<file path="config.mk">
export PLATFORM = sky130hd
export DESIGN_NAME = kl_mem_req_arbiter
export DESIGN_NICKNAME = d
export VERILOG_FILES = /design/src/rtl/kl_arb_pkg.sv /design/src/rtl/kl_pair_fifo.sv /design/src/rtl/kl_mem_req_arbiter.sv
export SDC_FILE = /design/constraint.sdc
export NUM_CORES = 1
export LEC_CHECK = 0
export ABC_AREA = 1
export CORE_MARGIN = 2
export CORE_UTILIZATION = 50
export DETAILED_ROUTE_END_ITERATION = 8
export GPL_TIMING_DRIVEN = 1
export PLACE_DENSITY_LB_ADDON = 0.3
export SLEW_MARGIN = 20
export SYNTH_ARGS = -nofsm -noshare
export SYNTH_HDL_FRONTEND = slang
export SYNTH_SLANG_ARGS = --single-unit
</file>
<file path="constraint.sdc">
create_clock -name clk -period 11.12 [get_ports clk]
set_input_delay 3.336 -clock clk [delete_from_list [all_inputs] [get_ports clk]]
set_output_delay 3.336 -clock clk [all_outputs]
set_load 0.02 [all_outputs]
</file>
<file path="src/rtl/kl_arb_pkg.sv">
// Shared types and helpers for the CAL_KL memory request arbiter.
package kl_arb_pkg;

  localparam int unsigned ADDR_W = 42;
  localparam int unsigned RN_W   = 9;
  localparam int unsigned TAG_W  = RN_W + 1;

  localparam logic KL_SEL_K = 1'b0;
  localparam logic KL_SEL_L = 1'b1;

  typedef enum logic [1:0] {
    IDLE    = 2'd0,
    ISSUE_K = 2'd1,
    ISSUE_L = 2'd2
  } kl_state_e;

  typedef struct packed {
    logic [ADDR_W-1:0] addr_k;
    logic [ADDR_W-1:0] addr_l;
    logic [RN_W-1:0]   read_num;
  } kl_pair_t;

  // Memory tag layout: read number in the upper bits, k/l select in the LSB.
  function automatic logic [TAG_W-1:0] kl_pack_tag(input logic [RN_W-1:0] rn, input logic sel);
    return {rn, sel};
  endfunction

endpackage

</file>
<file path="src/rtl/kl_pair_fifo.sv">
// Synchronous pair FIFO; exposes head and the entry behind it for back-to-back issue.
module kl_pair_fifo
  import kl_arb_pkg::*;
#(
  parameter  int unsigned DEPTH = 8,
  localparam int unsigned PTR_W = $clog2(DEPTH),
  localparam int unsigned CNT_W = $clog2(DEPTH + 1)
) (
  input  logic             clk,
  input  logic             rst,
  input  logic             push,
  input  logic             pop,
  input  kl_pair_t         din,
  output kl_pair_t         head,
  output kl_pair_t         second,
  output logic [CNT_W-1:0] count,
  output logic             full,
  output logic             empty
);

  kl_pair_t         mem [DEPTH];
  logic [PTR_W-1:0] wr_ptr;
  logic [PTR_W-1:0] rd_ptr;
  logic             do_push;
  logic             do_pop;

  assign full    = (count == CNT_W'(DEPTH));
  assign empty   = (count == '0);
  assign do_push = push & ~full;
  assign do_pop  = pop & ~empty;

  assign head   = mem[rd_ptr];
  assign second = mem[rd_ptr + PTR_W'(1)];

  always_ff @(posedge clk) begin
    if (do_push) mem[wr_ptr] <= din;
  end

  // Pointers wrap naturally; count disambiguates full from empty.
  always_ff @(posedge clk or negedge rst) begin
    if (!rst) begin
      wr_ptr <= '0;
      rd_ptr <= '0;
      count  <= '0;
    end else begin
      if (do_push) wr_ptr <= wr_ptr + PTR_W'(1);
      if (do_pop)  rd_ptr <= rd_ptr + PTR_W'(1);
      case ({do_push, do_pop})
        2'b10:   count <= count + CNT_W'(1);
        2'b01:   count <= count - CNT_W'(1);
        default: count <= count;
      endcase
    end
  end

endmodule

</file>
<file path="src/rtl/kl_mem_req_arbiter.sv">
// Serializes k/l address pairs onto the shared memory read port with credit tracking.
// Optional same-line merge enabled by defining KL_SAME_LINE_MERGE_EN.
module kl_mem_req_arbiter
  import kl_arb_pkg::*;
#(
  parameter  int unsigned FIFO_DEPTH      = 8,
  parameter  int unsigned MAX_OUTSTANDING = 16,
  localparam int unsigned OUT_W           = $clog2(MAX_OUTSTANDING + 1)
) (
  input  logic              clk,
  input  logic              rst,
  input  logic              req_valid,
  input  logic [ADDR_W-1:0] req_addr_k,
  input  logic [ADDR_W-1:0] req_addr_l,
  input  logic [RN_W-1:0]   req_read_num,
  output logic              stall,
  output logic              mem_req_valid,
  input  logic              mem_req_ready,
  output logic [ADDR_W-1:0] mem_req_addr,
  output logic [TAG_W-1:0]  mem_req_tag,
  output logic              mem_req_both,
  input  logic              mem_rsp_valid,
  output logic [OUT_W-1:0]  outstanding,
  output logic              idle
);

  localparam int unsigned CNT_W = $clog2(FIFO_DEPTH + 1);

`ifdef KL_SAME_LINE_MERGE_EN
  localparam bit MERGE_EN = 1'b1;
`else
  localparam bit MERGE_EN = 1'b0;
`endif

  kl_state_e         state_q, state_d;
  logic              valid_q, valid_d;
  logic [ADDR_W-1:0] addr_q, addr_d;
  logic [TAG_W-1:0]  tag_q, tag_d;
  logic              both_q, both_d;
  logic [OUT_W-1:0]  outst_q, outst_d;

  kl_pair_t          push_pair;
  kl_pair_t          head;
  kl_pair_t          second;
  kl_pair_t          next_pair;
  logic [CNT_W-1:0]  count;
  logic              full;
  logic              empty;
  logic              push;
  logic              pop;
  logic              fire;
  logic              rsp_eff;
  logic              credit_ok;
  logic              have_next;

  assign push_pair = '{addr_k: req_addr_k, addr_l: req_addr_l, read_num: req_read_num};
  assign push      = req_valid & ~full;
  assign fire      = valid_q & mem_req_ready;
  assign rsp_eff   = mem_rsp_valid & (outst_q != '0);

  kl_pair_fifo #(
    .DEPTH (FIFO_DEPTH)
  ) u_fifo (
    .clk    (clk),
    .rst    (rst),
    .push   (push),
    .pop    (pop),
    .din    (push_pair),
    .head   (head),
    .second (second),
    .count  (count),
    .full   (full),
    .empty  (empty)
  );

  // Credit bookkeeping; a response with nothing in flight is dropped.
  always_comb begin
    outst_d = outst_q;
    if (fire && !rsp_eff)      outst_d = outst_q + OUT_W'(1);
    else if (!fire && rsp_eff) outst_d = outst_q - OUT_W'(1);
  end

  assign credit_ok = (outst_d < OUT_W'(MAX_OUTSTANDING));

  // Pair following the popped head; may be the one being pushed this cycle.
  assign have_next = (count > CNT_W'(1)) | ((count == CNT_W'(1)) & push);
  assign next_pair = (count > CNT_W'(1)) ? second : push_pair;

  always_comb begin
    state_d = state_q;
    valid_d = valid_q;
    addr_d  = addr_q;
    tag_d   = tag_q;
    both_d  = both_q;
    pop     = 1'b0;

    unique case (state_q)
      IDLE: begin
        valid_d = 1'b0;
        both_d  = 1'b0;
        if (!empty) state_d = ISSUE_K;
      end
      ISSUE_K: begin
        if (!valid_q) begin
          if (credit_ok) begin
            valid_d = 1'b1;
            addr_d  = head.addr_k;
            tag_d   = kl_pack_tag(head.read_num, KL_SEL_K);
            both_d  = MERGE_EN && (head.addr_k == head.addr_l);
          end
        end else if (fire) begin
          if (both_q) begin
            pop = 1'b1;
          end else begin
            state_d = ISSUE_L;
            valid_d = credit_ok;
            addr_d  = head.addr_l;
            tag_d   = kl_pack_tag(head.read_num, KL_SEL_L);
            both_d  = 1'b0;
          end
        end
      end
      ISSUE_L: begin
        if (!valid_q) begin
          if (credit_ok) begin
            valid_d = 1'b1;
            addr_d  = head.addr_l;
            tag_d   = kl_pack_tag(head.read_num, KL_SEL_L);
            both_d  = 1'b0;
          end
        end else if (fire) begin
          pop = 1'b1;
        end
      end
      default: begin
        state_d = IDLE;
        valid_d = 1'b0;
      end
    endcase

    // Head retired: preload the next pair's k request to keep one request per cycle.
    if (pop) begin
      if (have_next) begin
        state_d = ISSUE_K;
        valid_d = credit_ok;
        addr_d  = next_pair.addr_k;
        tag_d   = kl_pack_tag(next_pair.read_num, KL_SEL_K);
        both_d  = MERGE_EN && (next_pair.addr_k == next_pair.addr_l);
      end else begin
        state_d = IDLE;
        valid_d = 1'b0;
        both_d  = 1'b0;
      end
    end
  end

  always_ff @(posedge clk or negedge rst) begin
    if (!rst) begin
      state_q <= IDLE;
      valid_q <= 1'b0;
      addr_q  <= '0;
      tag_q   <= '0;
      both_q  <= 1'b0;
      outst_q <= '0;
    end else begin
      state_q <= state_d;
      valid_q <= valid_d;
      addr_q  <= addr_d;
      tag_q   <= tag_d;
      both_q  <= both_d;
      outst_q <= outst_d;
    end
  end

  assign stall         = full;
  assign mem_req_valid = valid_q;
  assign mem_req_addr  = addr_q;
  assign mem_req_tag   = tag_q;
  assign outstanding   = outst_q;
  assign idle          = empty & (state_q == IDLE) & (outst_q == '0);

`ifdef KL_SAME_LINE_MERGE_EN
  assign mem_req_both = both_q;
`else
  assign mem_req_both = 1'b0;
`endif

endmodule

</file>
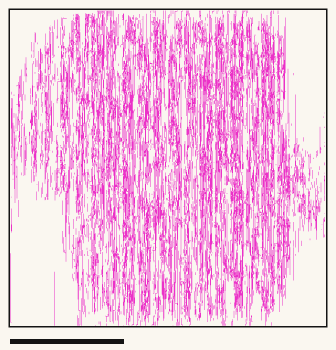
run_1/met2.png
Bar = 100 um.
wire length on this layer = 49.7 mm
main direction = vertical

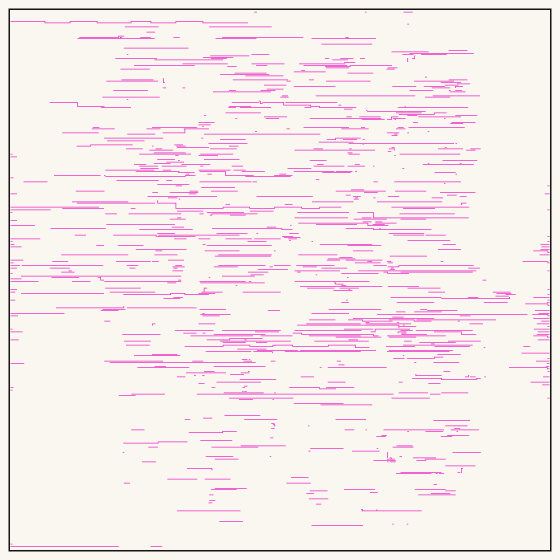
run_1/met3.png
nets with wire on the layer = 314
wire length on this layer = 9,720 um

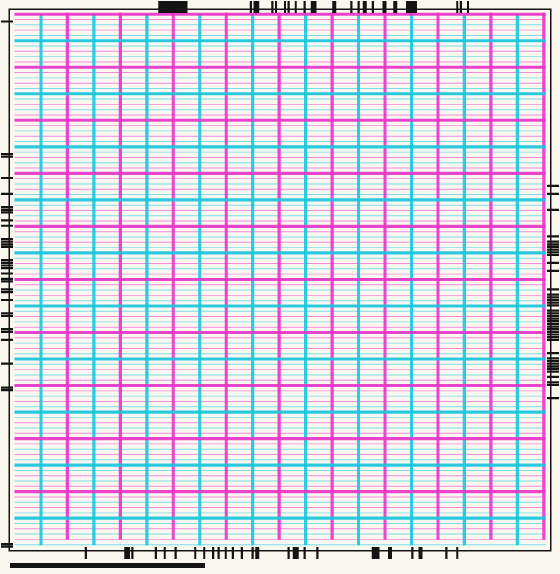
run_1/pdn.png
Bar = 100 um. Pins as bars on the die edge.
magenta -> VDD
cyan -> VSS
signal pins = 159
rows = 100

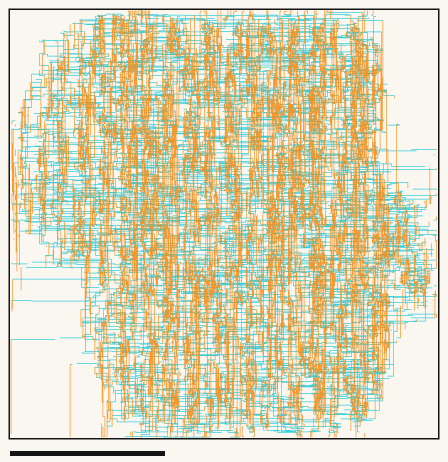
run_1/metal_stack.png
Bar = 100 um. Two of the layers only.
cyan -> met1  # wire length 42.3 mm
orange -> met2  # wire length 49.7 mm

==> out/qor.rpt, run 1 <==
============================================================================
Area of the die ...............................................   76,700 um2
Unrepaired setup endpoints after global routing ...............           no
Wire length of the first global-routing pass ..................   157,000 um
Grt ovf .......................................................            0
Core outline area .............................................   74,100 um2
Biggest area contributors in the synthesized netlist .......... edfxtp_1 60%, nand2_1 7.5%, o21ai_0 5.4%, nor2_1 4.8%, dfrtp_1 4.8%
Clock latency on the worst-skew pair ..........................       640 ps
Clock tree from TritonCTS .....................................        built
Fraction of the core area occupied by cells at floorplan ......        0.503
HPWL after DPL ................................................    55,400 um
Crit path largest cell delay ..................................       870 ps
Area fraction in compound gates ...............................        0.136
Relative slew slack ...........................................        0.211
X dimension of the die ........................................       277 um
Period Utilization, post-route ................................        0.552
Share of cells above drive strength 1 .........................       0.0547
Height of the die .............................................       277 um
Initial antenna violation count ...............................            6
Count of H-tree levels built during CTS .......................            3
Hold WC Path Type .............................................      reg2reg
Synth area leader .............................................     edfxtp_1
# resized after CTS ...........................................            0
DRT Wirelength ................................................   104,000 um
Setup clock skew after layout .................................      26.6 ps
Post-route DRC violation count ................................            0
Number of synthesized register bits ...........................          815
Register-to-register setup slack ..............................      6540 ps
Worst path required time ......................................    11,360 ps
CTS sink cnt ..................................................          815
Number of port buffers ........................................          157
MUX share of area .............................................            0
Power per standard cell area ..................................   292 nW/um2
Clock transition at path regs .................................        60 ps
Via/cell ratio ................................................         5.96
Post-synthesis cell area ......................................   37,200 um2
Number of vias in the routed layout ...........................       27,800
Cell type of the slowest stage on the worst timing path .......        buf_4
Transition time at the pin with the least slew margin .........      1180 ps
Number of nets in the synthesized netlist .....................        3,714
Maximum vdd drop ..............................................     0.282 mV
Maximum net fanout on the critical path .......................           54
Adder-cell share of the synthesized area ......................      0.00471
Result of the run ............................................. finished clean
Total number of placement rows ................................          100
Setup TNS Final ...............................................         0 ps
Number of nets with antenna violations after detailed routing .            0
Setup fix buffers added after clock tree synthesis ............            0
Cell total after placement ....................................        4,511
Total of max-cap violations ...................................            0
Commonest non-fill, non-tap cells in the layout ............... 744 x edfxtp_1, 743 x nand2_1, 466 x nor2_1
Growth of design area from synthesis to finish ................        12.5%
Number of top-level pins ......................................          159
GP Congestion .................................................        0.830
Kind of critical path .........................................       in2reg
Cell variety after synth ......................................           38
Leak pwr ......................................................      15.0 nW
Setup Viol. Count Final .......................................            0
Final critical-path required period ...........................      6140 ps
Critical path startpoint category ............................. primary input
Num CTS Buffers ...............................................           86
Area figure in the yosys stat output ..........................   37,200 um2
Gr usage total ................................................        0.268
Basic Gates by Area ...........................................        0.162
Endpoints failing hold ........................................            0
Count of hold-fix buffers inserted at cts .....................            0
============================================================================
## run 1: synth_stat cells
cell and n:
edfxtp_1 744, nand2_1 743, nor2_1 474, o21ai_0 402
nand3_1 268, a21oi_1 197, clkbuf_1 120, inv_1 95
buf_2 82, dfrtp_1 71, o22ai_1 55, o211ai_1 54
o221ai_1 49, a21boi_1 48, a31oi_1 44, o21ai_1 41
buf_4 29, buf_6 21, ha_1 14, buf_1 10
inv_2 9, xor2_1 5, nand2_2 4, nor2_2 4
nand4_1 3, a22oi_1 2, nor2_4 2, xnor2_1 2
a21oi_2 1, a221oi_1 1, clkinv_1 1, conb_1 1
nand2_4 1, nor3_1 1, nor3_4 1, o31ai_1 1
or2_2 1, xnor2_4 1
## run 1: state kept, by name, summed over array words and instances, names as in the netlist
| signal | flops |
|---|---|
| mem_req_valid | 1 |
| mem_req_tag | 10 |
| u_fifo.wr_ptr | 3 |
| u_fifo.mem | 744 |
| both_q | 1 |
| mem_req_addr | 42 |
| state_q | 2 |
| u_fifo.rd_ptr | 3 |
| u_fifo.count | 4 |
| outstanding | 5 |
## run 1: stage by stage
step,worst slack (ps),power [mW],cell area (um2),hold slack [ps],utilization
5_1_grt,4860,12.8,41900,548,0.565
3_5_place_dp,4370,9.37,39100,502,0.528
6_report,4980,12.2,41900,519,0.565
2_1_floorplan,2720,7.70,37200,475,-
4_1_cts,5010,12.2,41900,515,0.565
3_3_place_gp,4390,9.32,39100,496,0.528
## run 1: layout make-up
cell class	count	area, um2
Antenna cell	3	7.51
Clock buffer	109	2310
Clock inverter	44	407
Fill cell	6151	32200
Inverter	105	408
Multi-Input combinational cell	2420	11400
Sequential cell	815	24100
Tap cell	969	1210
Timing Repair Buffer	202	1940
## run 1: how the worst max path moves through the flow
stage                     slack, ps  cells past startpoint  startpoint                           to
after floorplan                2720                      5   req_valid   u_fifo.mem[0][0]$_DFFE_PP_
after global placement         4390                      8   req_valid  u_fifo.mem[2][22]$_DFFE_PP_
after detailed placement       4370                      8   req_valid  u_fifo.mem[2][83]$_DFFE_PP_
after CTS                      5010                      8   req_valid  u_fifo.mem[2][84]$_DFFE_PP_
after global routing           4860                      8   req_valid  u_fifo.mem[4][46]$_DFFE_PP_
final                          4980                      8   req_valid  u_fifo.mem[4][46]$_DFFE_PP_
## run 1: logic make-up (layout without fill, tap and decap cells)
kind of cell	after synthesis	after routing
xor gates and xnor gates	8	8
AOI/OAI and AO/OA	895	895
DFF	815	815
adders and majority gates	14	14
other	1	4
buffers and inverters	367	460
and+or+nand+nor	1502	1502
## run 1: metal layers
metal	track usage	share of wire	up-vias
met5	0	0.00044	-
met4	0.0839	0.025	6
met3	0.0387	0.093	193
met2	0.441	0.48	1435
met1	0.371	0.41	13400
li1	-	-	12800
## run 1: worst max-delay path: cells and delay by family
family | cells | cell delay [ps]
buffers and inverters | 5 | 2170
AND/OR/NAND/NOR | 3 | 760
## run 1: where the power goes
| part | internal, mW | switching [mW] |
|---|---|---|
| registers | 3.88 | 0.360 |
| clock network | 1.65 | 1.16 |
| logic | 1.50 | 3.65 |
| total | 7.03 | 5.17 |
run_1/final_clocks.png
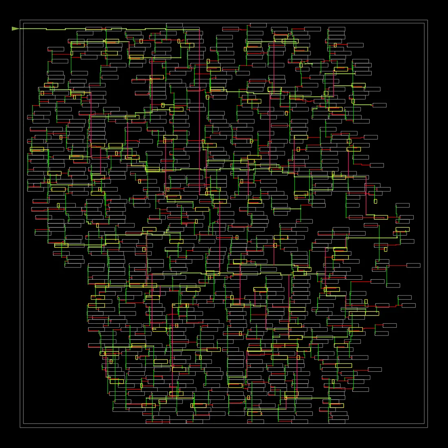

==> inputs of run 2 (changes only) <==
==> constraint.sdc (replaced) <==
create_clock -name clk -period 5.4 [get_ports clk]
set_input_delay 1.62 -clock clk [delete_from_list [all_inputs] [get_ports clk]]
set_output_delay 1.62 -clock clk [all_outputs]
set_load 0.02 [all_outputs]
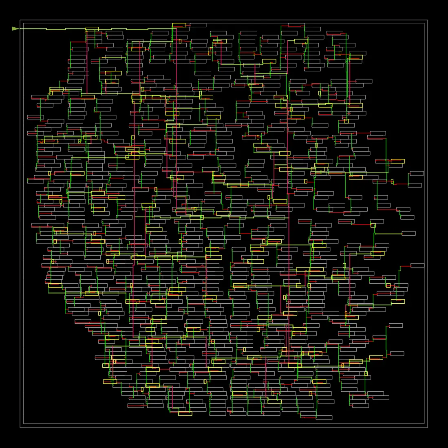
run_2/final_clocks.png
power consumed by the clock network: 5.96 mW
setup clock skew after layout: 22.1 ps

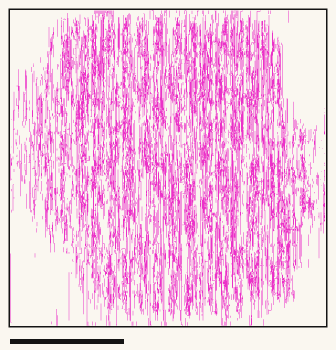
run_2/met2.png
Bar = 100 um.
wire length on this layer = 47.4 mm
main direction = vertical
longest straight run = 133 um
nets with wire on the layer = 2,779

==> run 2 against run 1 <==
  * Via count down 0.35%
  * Critical path type is now reg2out
  * Sequential share of layout area down 0.45 points
  * Area after synthesis unchanged
  * Highest routed layer unchanged
  * Routed wire length down 2.3%
  * Power up 110%
  * Global-route usage down 0.65 points
  * Clock-buffer cell count down 3
==> out/qor.rpt, run 2 <==
==============================================================================
Result of the run ............................................... finished clean
Number of global-route vias before repair .......................       26,100
Synth Flop Type .................................................     edfxtp_1
Count of H-tree levels built during CTS .........................            3   unchanged
Number of port buffers ..........................................          157   unchanged
Biggest area contributors in the synthesized netlist ............ edfxtp_1 60%, nand2_1 7.5%, o21ai_0 5.4%, nor2_1 4.8%, dfrtp_1 4.8%
Number of vias in the routed layout .............................       27,700   -0.35%
Endpoints failing hold ..........................................            0   unchanged
Maximum buffer depth of the clock tree ..........................            3
Design area .....................................................   42,200 um2   +0.79%
Gr usage total ..................................................        0.262   -0.00646
Growth of design area from synthesis to finish ..................        13.3%
Post-route DRC violation count ..................................            0   unchanged
Root Driver .....................................................    clkbuf_16
Total number of placement rows ..................................          100   unchanged
Maximum number of pins on one net before global-route repair ....          211
Maximum vdd drop ................................................     0.489 mV   +73%
Synth Area per Inst .............................................     10.3 um2
X dimension of the die ..........................................       277 um   unchanged
CP most frequent cell ...........................................      nand2_1
Unrepaired setup endpoints after global routing .................           no
Synth top area share ............................................        0.600
Number of synthesized register bits .............................          815   unchanged
Maximum net fanout on the critical path .........................            4   -93%
Maximum frequency from static timing analysis ...................      242 MHz
Kind of critical path ...........................................      reg2out
Power per standard cell area ....................................   601 nW/um2   +110%
Crit path largest cell delay ....................................       610 ps   -260 ps
GP Congestion ...................................................        0.841   +1.4%
Share of flip-flops with an asynchronous set or reset ...........       0.0871   unchanged
Area figure in the yosys stat output ............................   37,200 um2   unchanged
# resized after CTS .............................................            0   unchanged
Initial antenna violation count .................................            3   -3
Relative slew slack .............................................        0.268   +0.0565
Detail-routed net length per standard cell ......................      21.8 um
Number of flip-flops in the largest register ....................          744   unchanged
End of the worst register-to-register path ...................... mem_req_addr[21]$_DFF_PN0_
Post-synthesis cell area ........................................   37,200 um2   unchanged
Leak pwr ........................................................      15.1 nW   +0.83%
Final critical-path required period .............................      4140 ps
Kind of cell adding the most delay to the critical path ......... buffers and inverters
Top register by number of flip-flops ............................   u_fifo.mem
Most common cell after layout, fill and taps aside ..............     edfxtp_1
DRT Wirelength ..................................................   102,000 um   -2.3%
Clock tree from TritonCTS .......................................        built
Share of cells above drive strength 1 ...........................       0.0580   +0.00336
Yosys stat cell total ...........................................        3,602
Clock transition at path regs ...................................        60 ps   about the same
FF-to-FF path depth .............................................           10
Count of hold-fix buffers inserted at cts .......................            0   unchanged
Height of the die ...............................................       277 um   unchanged
Endpoint class of the critical path .............................  output port
Arrival time reported for the critical path endpoint ............      2520 ps
Yosys synthesis warning count ...................................            0
Fin. max-slew vios ..............................................            0
Most frequently used cell type in the post-synthesis netlist ....     edfxtp_1
Tool warning count ..............................................           46
Clock latency on the worst-skew pair ............................       650 ps   about the same
Starting DRC count in detailed routing ..........................        3,350
Number of nets with antenna violations after detailed routing ...            0   unchanged
Commonest non-fill, non-tap cells in the layout ................. 744 x edfxtp_1, 743 x nand2_1, 466 x nor2_1
Via/cell ratio ..................................................         5.93   -0.50%
Total of max-cap violations .....................................            0   unchanged
Number of enable-type register cells in the synthesized netlist .          744   unchanged
Core outline area ...............................................   74,100 um2   unchanged
Number of nets in the synthesized netlist .......................        3,714   unchanged
Register area share after synthesis .............................        0.648
CTS sink cnt ....................................................          815   unchanged
Worst path required time ........................................      3780 ps   -7580 ps
Num CTS Buffers .................................................           86   unchanged
Leading post-synthesis cells by instance count .................. 744 x edfxtp_1, 743 x nand2_1, 474 x nor2_1
Synth area leader ...............................................     edfxtp_1
Number of buffers and inverters on the critical path ............            2   -3
Cell type of the slowest stage on the worst timing path ......... clkdlybuf4s50_1
Register-to-register setup slack ................................      1940 ps   -4600 ps
Setup TNS Final .................................................         0 ps   unchanged
Wire length of the first global-routing pass ....................   155,000 um   -1.6%
Number of top-level pins ........................................          159   unchanged
Post-detailed-placement cell area ...............................   39,400 um2   +0.59%
Setup Viol. Count Final .........................................            0   unchanged
Critical path startpoint category ...............................         flop
Cell-by-cell trace of the critical path ......................... inv_1 > ha_1 > nand2_1 > nor2_2 > nand2_1 > nor2_1 > clkdlybuf4s50_1
Period Utilization, post-route ..................................        0.767
Cell variety after synth ........................................           38   unchanged
Number of nets in the layout ....................................        3,746
Transition time at the pin with the least slew margin ...........      1100 ps   -79.2 ps
Grt ovf .........................................................            0   unchanged
Area of the die .................................................   76,700 um2   unchanged
HPWL after DPL ..................................................    55,000 um   -0.62%
Endpoint with the worst hold slack .............................. both_q$_DFFE_PN0P_
Launch point of the worst hold path ............................. both_q$_DFFE_PN0P_
Worst R2R Start ................................................. u_fifo.rd_ptr[0]$_DFFE_PN0P_
Count of cells along the worst hold path ........................            2
Hold WC Path Type ...............................................      reg2reg
Count of inserted antenna diode cells ...........................            0   -3
Setup fix buffers added after clock tree synthesis ..............            0   unchanged
Fraction of the core area occupied by cells at floorplan ........        0.503   unchanged
Detailed Routing Iterations Pass 1 ..............................            7
Gate Count Post-Synth ...........................................        3,602
==============================================================================
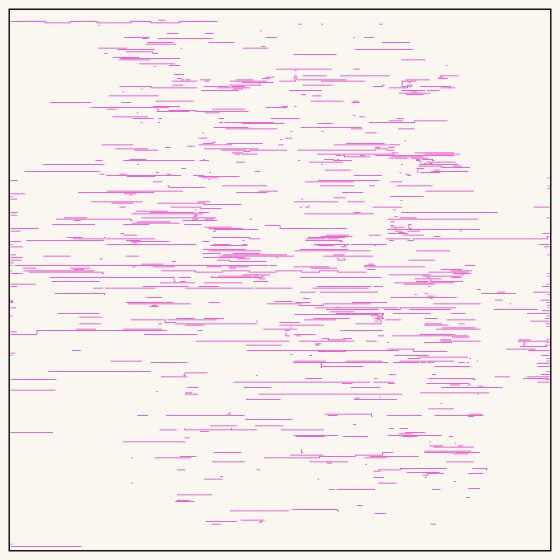
run_2/met3.png
longest straight run = 130 um
main direction = horizontal
nets with wire on the layer = 309

run 2: per-layer routing:
layer / vias to the layer above / track usage / wire, um
li1: 12800 / - / -
met1: 13400 / 0.354 / 41700
met2: 1328 / 0.416 / 47400
met3: 203 / 0.0445 / 8920
met4: 6 / 0.120 / 3870
met5: - / 0 / 30
run 2: worst max-delay path by stage:
stage / depth (start not counted) / start / slack (ps) / to
after floorplan: 5 / req_valid / -1280 / u_fifo.mem[0][0]$_DFFE_PP_
after global placement: 7 / req_valid / 1210 / u_fifo.mem[6][29]$_DFFE_PP_
after detailed placement: 14 / mem_req_ready / 1170 / mem_req_addr[20]$_DFF_PN0_
after CTS: 7 / u_fifo.count[0]$_DFFE_PN0P_ / 1220 / idle
after global routing: 7 / u_fifo.count[0]$_DFFE_PN0P_ / 1150 / idle
final: 7 / u_fifo.count[0]$_DFFE_PN0P_ / 1260 / idle
run 2: final cells by class:
| type | count | area [um2] |
|---|---|---|
| repair buffers | 206 | 2170 |
| clock inverters | 53 | 571 |
| multi-input cells | 2420 | 11400 |
| inverters | 105 | 408 |
| well taps | 969 | 1210 |
| flip-flops and latches | 815 | 24100 |
| clock buffers | 106 | 2260 |
| fillers | 6143 | 31900 |
run 2: power breakdown:
group          internal [mW]  leakage (nW)  total, mW  switching (mW)
registers               7.99          7.69       8.70           0.717
clock network           3.47          1.39       5.96            2.48
logic                   3.20          6.08       10.7            7.50
run 2: metrics by stage:
step	power [mW]	std cells	hold WS [ps]	setup WS, ps	util
2_1_floorplan	15.8	3602	475	-1280	-
3_3_place_gp	19.3	4515	502	1210	0.532
3_5_place_dp	19.4	4515	517	1170	0.532
4_1_cts	25.3	4674	532	1220	0.570
5_1_grt	26.7	4674	566	1150	0.570
6_report	25.4	4674	535	1260	0.570
run 2: logic make-up (layout without fill, tap and decap cells):
kind of cell | Yosys count | count (layout) | synth area share
AND-OR/OR-AND | 895 | 895 | 0.136
XOR/XNOR | 8 | 8 | 0.00239
adder cells (fa/ha/maj) | 14 | 14 | 0.00471
buffers and inverters | 367 | 470 | 0.0469
flip-flops | 815 | 815 | 0.648
other | 1 | 1 | 0.000101
AND/OR/NAND/NOR | 1502 | 1502 | 0.162
run 2: worst register-to-register path: cells and delay by family (launching register included):
family                 cells  cell delay [ps]
buffers and inverters      2             1390
DFF                        1              700
and+or+nand+nor            5              480
AOI/OAI and AO/OA          3              800
Power and IR drop assume default switching activity.
